run_1/port_nets.png
Drawn at 1 px/um.
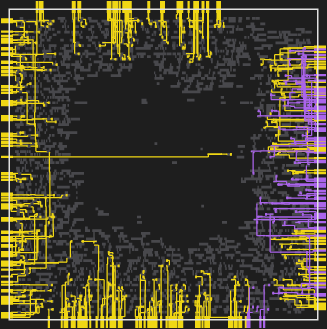
run_1/met1.png
Drawn at 2 px/um. Supply wires on this layer in grey. Cells faint in the background.
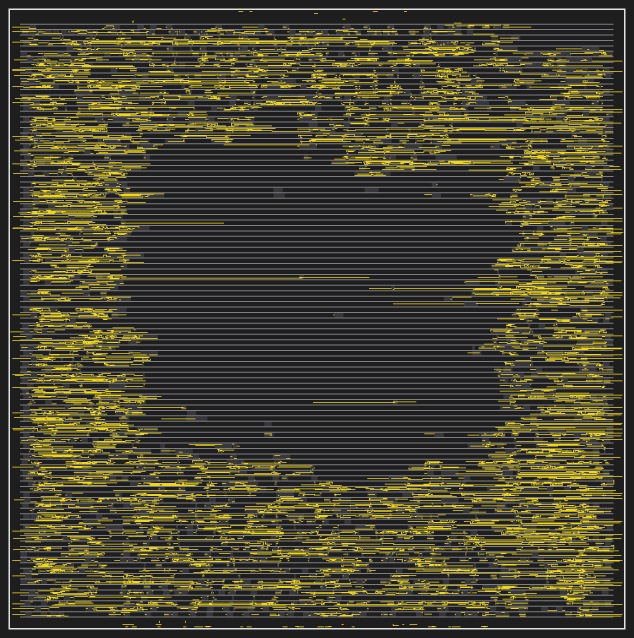
run_1/final_placement.png
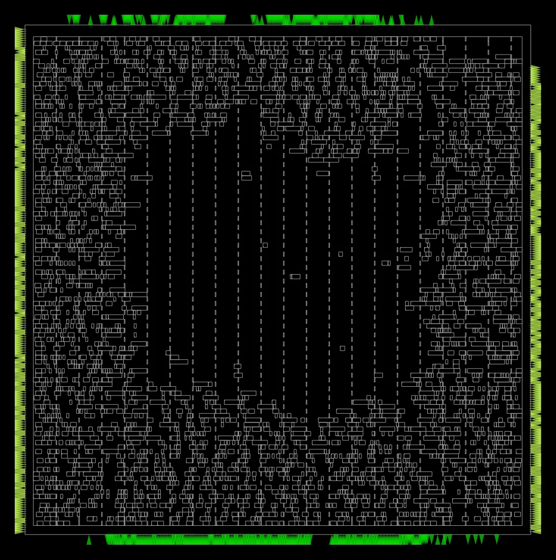
File: src/rtl/adder_share_arb.sv
// adder_share_arb
//   Round-robin front end that lets NUM_REQ requesters share one external
//   fixed-latency pipelined adder. Each issued op carries its requester ID
//   down a valid/ID pipe that mirrors the adder latency, so the sum is routed
//   back to the requester that issued it. A flush request stops new grants,
//   lets in-flight ops finish, and pulses flush_done once the pipe is empty.
//
//   Optional feature macro: GRANT_CNT_EN
//     defined   -> adds output grant_cnt with one 16-bit wrapping grant counter
//                  per requester. The counters clear on reset and on entry to
//                  the FLUSHED state.
//     undefined -> the port and the counters are absent.
module adder_share_arb #(
   parameter int NUM_REQ = 4,
   parameter int DATA_W  = 64,
   parameter int ADD_LAT = 1
) (
   input  logic                      clk,
   input  logic                      rst,
   input  logic [NUM_REQ-1:0]        req_valid,
   output logic [NUM_REQ-1:0]        req_ready,
   input  logic [NUM_REQ*DATA_W-1:0] req_x,
   input  logic [NUM_REQ*DATA_W-1:0] req_y,
   output logic [DATA_W-1:0]         add_x,
   output logic [DATA_W-1:0]         add_y,
   input  logic [DATA_W:0]           add_sum,
   output logic [NUM_REQ-1:0]        rsp_valid,
   output logic [DATA_W:0]           rsp_sum,
   input  logic                      flush,
   output logic                      flush_done,
   output logic                      busy
`ifdef GRANT_CNT_EN
   ,
   output logic [NUM_REQ*16-1:0]     grant_cnt
`endif
);

   localparam int ID_W = $clog2(NUM_REQ);

   // Requester count in the width used by the wrap arithmetic, so the
   // candidate index can be reduced without mixed-width compares.
   localparam logic [ID_W:0]   NUM_REQ_W  = (ID_W+1)'(NUM_REQ);
   localparam logic [ID_W-1:0] LAST_ID    = ID_W'(NUM_REQ - 1);

   typedef enum logic [1:0] {
      ST_RUN     = 2'd0,
      ST_DRAIN   = 2'd1,
      ST_FLUSHED = 2'd2
   } state_t;

   state_t            state;
   logic [ID_W-1:0]   ptr;
   logic [ID_W-1:0]   gnt_id;
   logic              gnt_found;
   logic [ID_W:0]     cand;
   logic              grant_en;
   logic              handshake;
   logic              pipe_empty;
   logic              enter_flushed;

   // Valid and ID shift pipe: stage 0 is loaded on the issue edge, the last
   // stage lines up with the cycle in which add_sum carries that op's result.
   logic [ADD_LAT:0]  pipe_vld;
   logic [ID_W-1:0]   pipe_id [0:ADD_LAT];

   // Decode a requester ID into its one-hot response vector.
   function automatic logic [NUM_REQ-1:0] id_onehot(input logic [ID_W-1:0] id);
      logic [NUM_REQ-1:0] oh;
      oh     = '0;
      oh[id] = 1'b1;
      return oh;
   endfunction

   assign pipe_empty    = (pipe_vld == '0);
   assign busy          = ~pipe_empty;
   assign grant_en      = (state == ST_RUN) && !flush;
   assign handshake     = |(req_valid & req_ready);
   assign enter_flushed = (state == ST_DRAIN) && pipe_empty;

   // Round-robin search: first valid requester at or after the pointer, cyclic.
   always_comb begin
      gnt_found = 1'b0;
      gnt_id    = '0;
      cand      = '0;
      for (int off = 0; off < NUM_REQ; off++) begin
         cand = {1'b0, ptr} + (ID_W+1)'(off);
         if (cand >= NUM_REQ_W) begin
            cand = cand - NUM_REQ_W;
         end else begin
            cand = cand;
         end
         if (!gnt_found && req_valid[cand[ID_W-1:0]]) begin
            gnt_found = 1'b1;
            gnt_id    = cand[ID_W-1:0];
         end else begin
            gnt_found = gnt_found;
            gnt_id    = gnt_id;
         end
      end
   end

   // One-hot grant, only while running and not being asked to flush.
   always_comb begin
      req_ready = '0;
      if (grant_en && gnt_found) begin
         req_ready[gnt_id] = 1'b1;
      end else begin
         req_ready = '0;
      end
   end

   // Rotate the pointer past the requester that was just served.
   always_ff @(posedge clk or posedge rst) begin
      if (rst) begin
         ptr <= '0;
      end else if (handshake) begin
         if (gnt_id == LAST_ID) begin
            ptr <= '0;
         end else begin
            ptr <= gnt_id + 1'b1;
         end
      end else begin
         ptr <= ptr;
      end
   end

   // Register the granted operands toward the adder; hold them when idle.
   always_ff @(posedge clk or posedge rst) begin
      if (rst) begin
         add_x <= '0;
         add_y <= '0;
      end else if (handshake) begin
         add_x <= req_x[int'(gnt_id)*DATA_W +: DATA_W];
         add_y <= req_y[int'(gnt_id)*DATA_W +: DATA_W];
      end else begin
         add_x <= add_x;
         add_y <= add_y;
      end
   end

   // Carry each op's valid flag and requester ID alongside the adder pipe.
   always_ff @(posedge clk or posedge rst) begin
      if (rst) begin
         pipe_vld <= '0;
         for (int i = 0; i <= ADD_LAT; i++) begin
            pipe_id[i] <= '0;
         end
      end else begin
         pipe_vld   <= {pipe_vld[ADD_LAT-1:0], handshake};
         pipe_id[0] <= handshake ? gnt_id : '0;
         for (int i = 1; i <= ADD_LAT; i++) begin
            pipe_id[i] <= pipe_id[i-1];
         end
      end
   end

   // Capture the adder result and pulse the owning requester's response bit.
   always_ff @(posedge clk or posedge rst) begin
      if (rst) begin
         rsp_valid <= '0;
         rsp_sum   <= '0;
      end else if (pipe_vld[ADD_LAT]) begin
         rsp_valid <= id_onehot(pipe_id[ADD_LAT]);
         rsp_sum   <= add_sum;
      end else begin
         rsp_valid <= '0;
         rsp_sum   <= rsp_sum;
      end
   end

   // Run / drain / flushed control with a registered flush_done pulse.
   always_ff @(posedge clk or posedge rst) begin
      if (rst) begin
         state      <= ST_RUN;
         flush_done <= 1'b0;
      end else begin
         case (state)
            ST_RUN: begin
               flush_done <= 1'b0;
               if (flush) begin
                  state <= ST_DRAIN;
               end else begin
                  state <= ST_RUN;
               end
            end
            ST_DRAIN: begin
               // Keeps draining even if flush drops; only an empty pipe exits.
               if (pipe_empty) begin
                  state      <= ST_FLUSHED;
                  flush_done <= 1'b1;
               end else begin
                  state      <= ST_DRAIN;
                  flush_done <= 1'b0;
               end
            end
            ST_FLUSHED: begin
               flush_done <= 1'b0;
               if (!flush) begin
                  state <= ST_RUN;
               end else begin
                  state <= ST_FLUSHED;
               end
            end
            default: begin
               state      <= ST_RUN;
               flush_done <= 1'b0;
            end
         endcase
      end
   end

`ifdef GRANT_CNT_EN
   // Per-requester wrapping grant counters, cleared when the pipe is flushed.
   always_ff @(posedge clk or posedge rst) begin
      if (rst) begin
         grant_cnt <= '0;
      end else if (enter_flushed) begin
         grant_cnt <= '0;
      end else if (handshake) begin
         grant_cnt[int'(gnt_id)*16 +: 16] <= grant_cnt[int'(gnt_id)*16 +: 16] + 16'd1;
      end else begin
         grant_cnt <= grant_cnt;
      end
   end
`endif

endmodule

File: config.mk
export PLATFORM = sky130hd
export DESIGN_NAME = adder_share_arb
export DESIGN_NICKNAME = d
export VERILOG_FILES = /design/src/rtl/adder_share_arb.sv
export SDC_FILE = /design/constraint.sdc
export NUM_CORES = 1
export LEC_CHECK = 0
export ABC_AREA = 1
export ABC_CLOCK_PERIOD_IN_PS = 7950
export CORE_AREA = 5 5 302 304
export CTS_BUF_LIST = sky130_fd_sc_hd__clkbuf_2 sky130_fd_sc_hd__clkbuf_4 sky130_fd_sc_hd__clkbuf_8
export CTS_CLUSTER_SIZE = 20
export DETAILED_ROUTE_END_ITERATION = 10
export DIE_AREA = 0 0 307 309
export PLACE_DENSITY_LB_ADDON = 0.15
export REMOVE_ABC_BUFFERS = 1
export SYNTH_ARGS = -nofsm -noshare
export SYNTH_HDL_FRONTEND = slang
export SYNTH_SLANG_ARGS = --single-unit
File: constraint.sdc
create_clock -name clk -period 7.95 [get_ports clk]
set_clock_uncertainty 0.1 [all_clocks]
set_input_delay 1.59 -clock clk [delete_from_list [all_inputs] [get_ports clk]]
set_output_delay 1.59 -clock clk [all_outputs]
set_load 0.01 [all_outputs]
==> flow_metrics.tcl, run 1 <==
# flow metrics
set metrics [dict create \
    status "finished, final reports clean" \
    ff_type "dfrtp_1" \
    route.detailed.drc 0 \
    reg_top3 "rsp_sum x65, add_x x64, add_y x64" \
    grt_pass1_wl_um 117000 \
    num_antenna_cells 5 \
    yosysTopAreaCellShare 0.352 \
    final_area_um2 24500 \
    end_kind "output pin" \
    path_clk_slew_ns 0.06 \
    ys_seq_frac 0.352 \
    crit_buf_inv 4 \
    synthArstFlopShare 1.00 \
    top_cells_by_count "1132 x nand2_1, 386 x nand4_1, 277 x inv_1" \
    rr_startpoint "ptr[0]" \
    max-slew-margin-rel 0.365 \
    numCtsBuffers 45 \
    io_pins 787 \
    drv_slew 0 \
    startpoint "req_valid[2]" \
    crit_path_end "req_ready[2]" \
    final_common_cell "nand2_1" \
    cts-resized-gates 0 \
    insertion_delay_ns 0.60 \
    gp_congestion 0.785 \
    reg2reg_slack_ns 3.38 \
    power.total_mw 11.1 \
    drive_gt1_frac 0.0402 \
    comb_area_um2 7630 \
    total_leakage_power_nw 12.3 \
]
## Picture notes: port_nets.png
add_sum: shown in purple, direction input, edge 60 east, 5 south, end cells 65, buffers 65, wire 2770 um. req_y: shown in yellow, direction input, edge 87 west, 72 south, 52 north, 45 east, end cells 256, buffers 256, wire 8970 um.

## Picture notes: met1.png
The wires run mostly horizontal. The longest straight run is 90.6 um. The layer carries 31.2 mm of wire. The layer holds 39% of the routed length. 3167 nets have wire on it.
final wirelength: 79100 um
Global Route met1 Usage: 0.181
via count: 18000

## Picture notes: final_placement.png
TAP cells: 1165
core area: 88000 um^2
final std cells w/o fill: 4231
registers: 208

==> run 1: kinds of logic after synthesis <==
group,after synthesis,share of synthesized area
buffers and inverters,493,0.136
AND-OR/OR-AND,3,0.00144
AND/OR/NAND/NOR,1680,0.509
adder cells (fa/ha/maj),1,0.000847
flip-flops,208,0.352
==> run 1: power by group <==
| group | switching (mW) | internal (mW) |
|---|---|---|
| Combinational | 5.15 | 2.76 |
| Clock | 0.546 | 0.745 |
| Sequential | 0.267 | 1.58 |
==> run 1: routing by layer <==
layer  up-vias  track usage  wire, um
li1       8967            -         -
met1      8295        0.181     31200
met2       650        0.267     37500
met3       130       0.0597      7510
met4         6       0.0520      2830
met5         -            0        38
run_1/density.png
Drawn at 1 px/um. 31 x 31 tiles, from dark blue (low) to red (high), 0 to 100% covered.
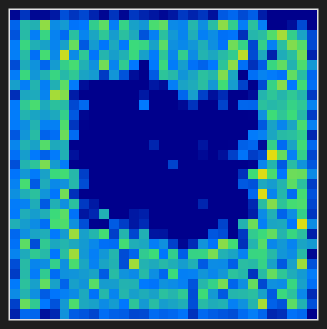

==> run 1 -> run 2 <==
ABC_CLOCK_PERIOD_IN_PS = 5200   (was 7950)
CORE_AREA = 5 5 300 302   (was 5 5 302 304)
DIE_AREA = 0 0 305 307   (was 0 0 307 309)
clock period = 5.2 ns   (was 7.95 ns; I/O delays follow)
run_2/density.png
Drawn at 1 px/um. 30 x 31 tiles, from dark blue (low) to red (high), 0 to 100% covered.
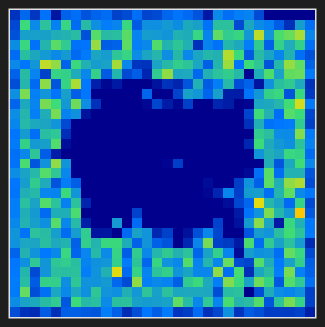
The emptiest ninth of the die: centre. 24% of the tiles are nearly empty. The fullest tile reaches 78%. The mean over all tiles is 25%. 0.10% of the tiles are over 75% full.

==> flow_metrics.tcl, run 2 <==
# flow metrics
set metrics [dict create \
    status "finished, final reports clean" \
    path_clk_slew_ns 0.05 \
    numCtsBuffers 46 \
    gp_congestion 0.788 \
    ys_sh_simple 0.509 \
    switching_power_mw 9.14 \
    final_common_cell "nand2_1" \
    power.group.top "combinational logic" \
    ys_seq_frac 0.352 \
    busiest_layer "met2" \
    pg_clk_mw 1.98 \
    cts-resized-gates 0 \
    power.total_mw 17.0 \
    powerComb_mw 12.2 \
    grt.met1_usage 0.194 \
    wl_met1_um 32800 \
    drive_gt1_frac 0.0430 \
    insertion_delay_ns 0.59 \
    ys_sh_mux 0 \
    power.share.combinational 0.715 \
    total_leakage_power_nw 12.4 \
    powerSeq_mw 2.87 \
    grt_pass1_wl_um 120000 \
    p_clk_frac 0.116 \
    reg_top3 "rsp_sum x65, add_x x64, add_y x64" \
    xor_area_frac 0 \
    adder_share 0.000847 \
    top_logic_kind "simple AND/OR/NAND/NOR gates" \
]
run_2/port_nets.png
Drawn at 1 px/um.
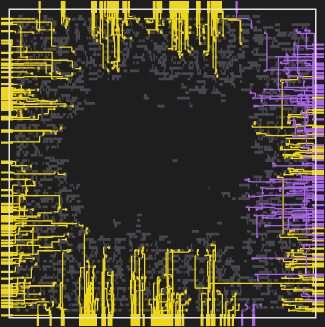
req_y: shown in yellow, direction input, edge 82 west, 69 south, 66 north, 39 east, end cells 256, buffers 256, wire 9120 um. add_sum: shown in purple, direction input, edge 61 east, 3 south, 1 north, end cells 65, buffers 65, wire 2810 um.
port bufs: 786
io pins: 787

[run 2: area by class of cell]
type	count	area [um^2]
fill	9767	62800
timing repair buffer	814	8250
multi-input combinational	1684	7630
sequential	208	5210
tap	1165	1460
inverter	282	1070
clock buffer	73	911
clock inverter	9	52.6
antenna	7	17.5
[run 2: path summary, 6_finish.rpt]
kind | from | to | slack [ns] | cells past startpoint
setup / recovery | req_valid[2] | req_ready[2] | 0.57 | 13
hold / removal | pipe_id[3] | pipe_id[1] | 0.25 | 0
setup reg to reg | ptr[0] | add_y[20] | 1.49 | 15
hold reg to reg | pipe_id[3] | pipe_id[1] | 0.25 | 0
max in group asynchronous | rst | add_y[49] | 3.29 | 3
min in group asynchronous | rst | rsp_sum[57] | 0.86 | 2
run_2/met1.png
Drawn at 2 px/um. Supply wires on this layer in grey. Cells faint in the background.
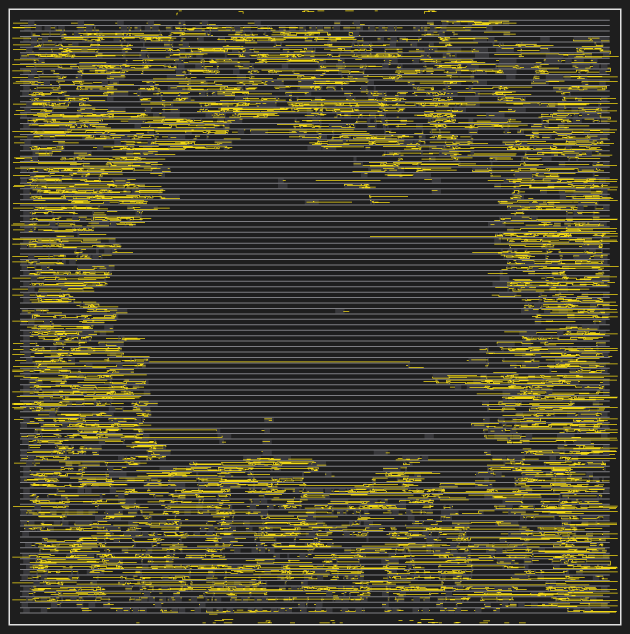

==> run 2 -> run 3 <==
ABC_CLOCK_PERIOD_IN_PS = 4550   (was 5200)
CORE_AREA = 5 5 302 304   (was 5 5 300 302)
DIE_AREA = 0 0 307 309   (was 0 0 305 307)
clock period = 4.55 ns   (was 5.2 ns; I/O delays follow)
run_3/met1.png
Drawn at 2 px/um. Supply wires on this layer in grey. Cells faint in the background.
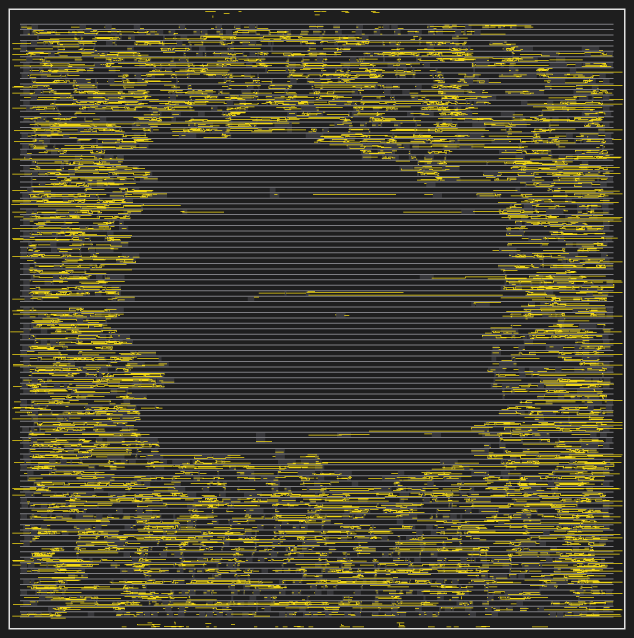
3159 nets have wire on it. The layer carries 31.1 mm of wire.

run_3/final_placement.png
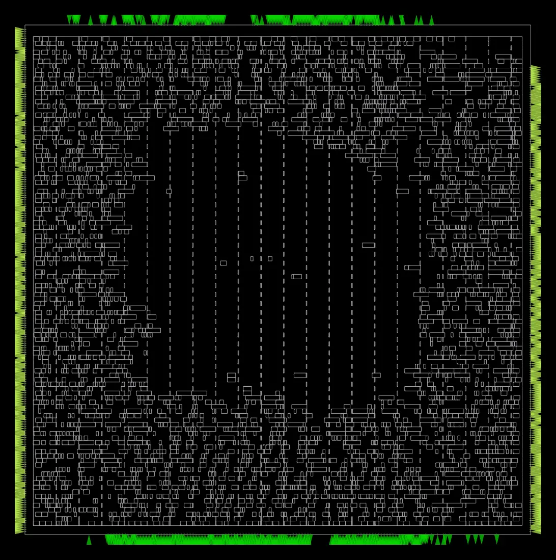
Fillers: 9892
final std cells w/o fill: 4235
Core Util, Final: 0.279
Site Rows: 109
Seq/total area: 0.212

==> flow_metrics.tcl, run 3 <==
# flow metrics
set metrics [dict create \
    status "finished, final reports clean" \
    switching_power_mw 10.5 \
    rr_startpoint "ptr[0]" \
    startpoint "req_valid[2]" \
    reg2reg_slack_ns 0.72 \
    power.group.top "combinational logic" \
    dr_wl_met3_um 7770 \
    p_clk_frac 0.111 \
    coreArea_um2 88000 \
    cts-resized-gates 0 \
    synthArstFlopShare 1.00 \
    crit_buf_inv 5 \
    wl_met1_um 31100 \
    final_common_cell "nand2_1" \
    min_to "pipe_id[0]" \
    use_met3 0.0608 \
    ff_type "dfrtp_1" \
    end_kind "output pin" \
    drv_slew 0 \
    numCtsBuffers 45 \
    grt_pass1_wl_um 118000 \
    reg_top3 "rsp_sum x65, add_x x64, add_y x64" \
    totalWireLength_um 80300 \
    top_cells_by_count "1132 x nand2_1, 386 x nand4_1, 277 x inv_1" \
    grt.met1_usage 0.186 \
    switching_share 0.538 \
    busiest_layer "met2" \
    path_depth 13 \
    path_clk_slew_ns 0.06 \
    max-slew-margin-rel 0.255 \
    ys_seq_frac 0.352 \
    pg_clk_mw 2.16 \
    insertion_delay_ns 0.59 \
    seqPwrFrac 0.167 \
    route.detailed.drc 0 \
    total_leakage_power_nw 12.4 \
    yosysTopAreaCellShare 0.352 \
    routed.top_layer "met5" \
    grt_use_met2 0.276 \
    route.met2.wl_um 39500 \
    powerComb_mw 14.1 \
    vias 18200 \
    crit_path_end "req_ready[2]" \
    worstHoldStart "pipe_id[2]" \
]
## run 3: cell counts after synthesis
No cell type changed its count.
## run 3: cell type report
type / count / area [um^2] / share of cell area
multi-input combinational: 1684 / 7630 / 0.310
tap: 1165 / 1460 / 0.0593
timing repair buffer: 814 / 8290 / 0.337
sequential: 208 / 5210 / 0.212
antenna: 8 / 20.0 / 0.000814
clock buffer: 69 / 850 / 0.0346
inverter: 282 / 1070 / 0.0435
clock inverter: 5 / 53.8 / 0.00219
## run 3: logic make-up after synthesis
| logic type | Yosys count | synth area share |
|---|---|---|
| DFF | 208 | 0.352 |
| AOI/OAI and AO/OA | 3 | 0.00144 |
| buffers and inverters | 493 | 0.136 |
| and+or+nand+nor | 1680 | 0.509 |
| adders and majority gates | 1 | 0.000847 |
No activity file was given, so power comes from the tool's default toggle rates.
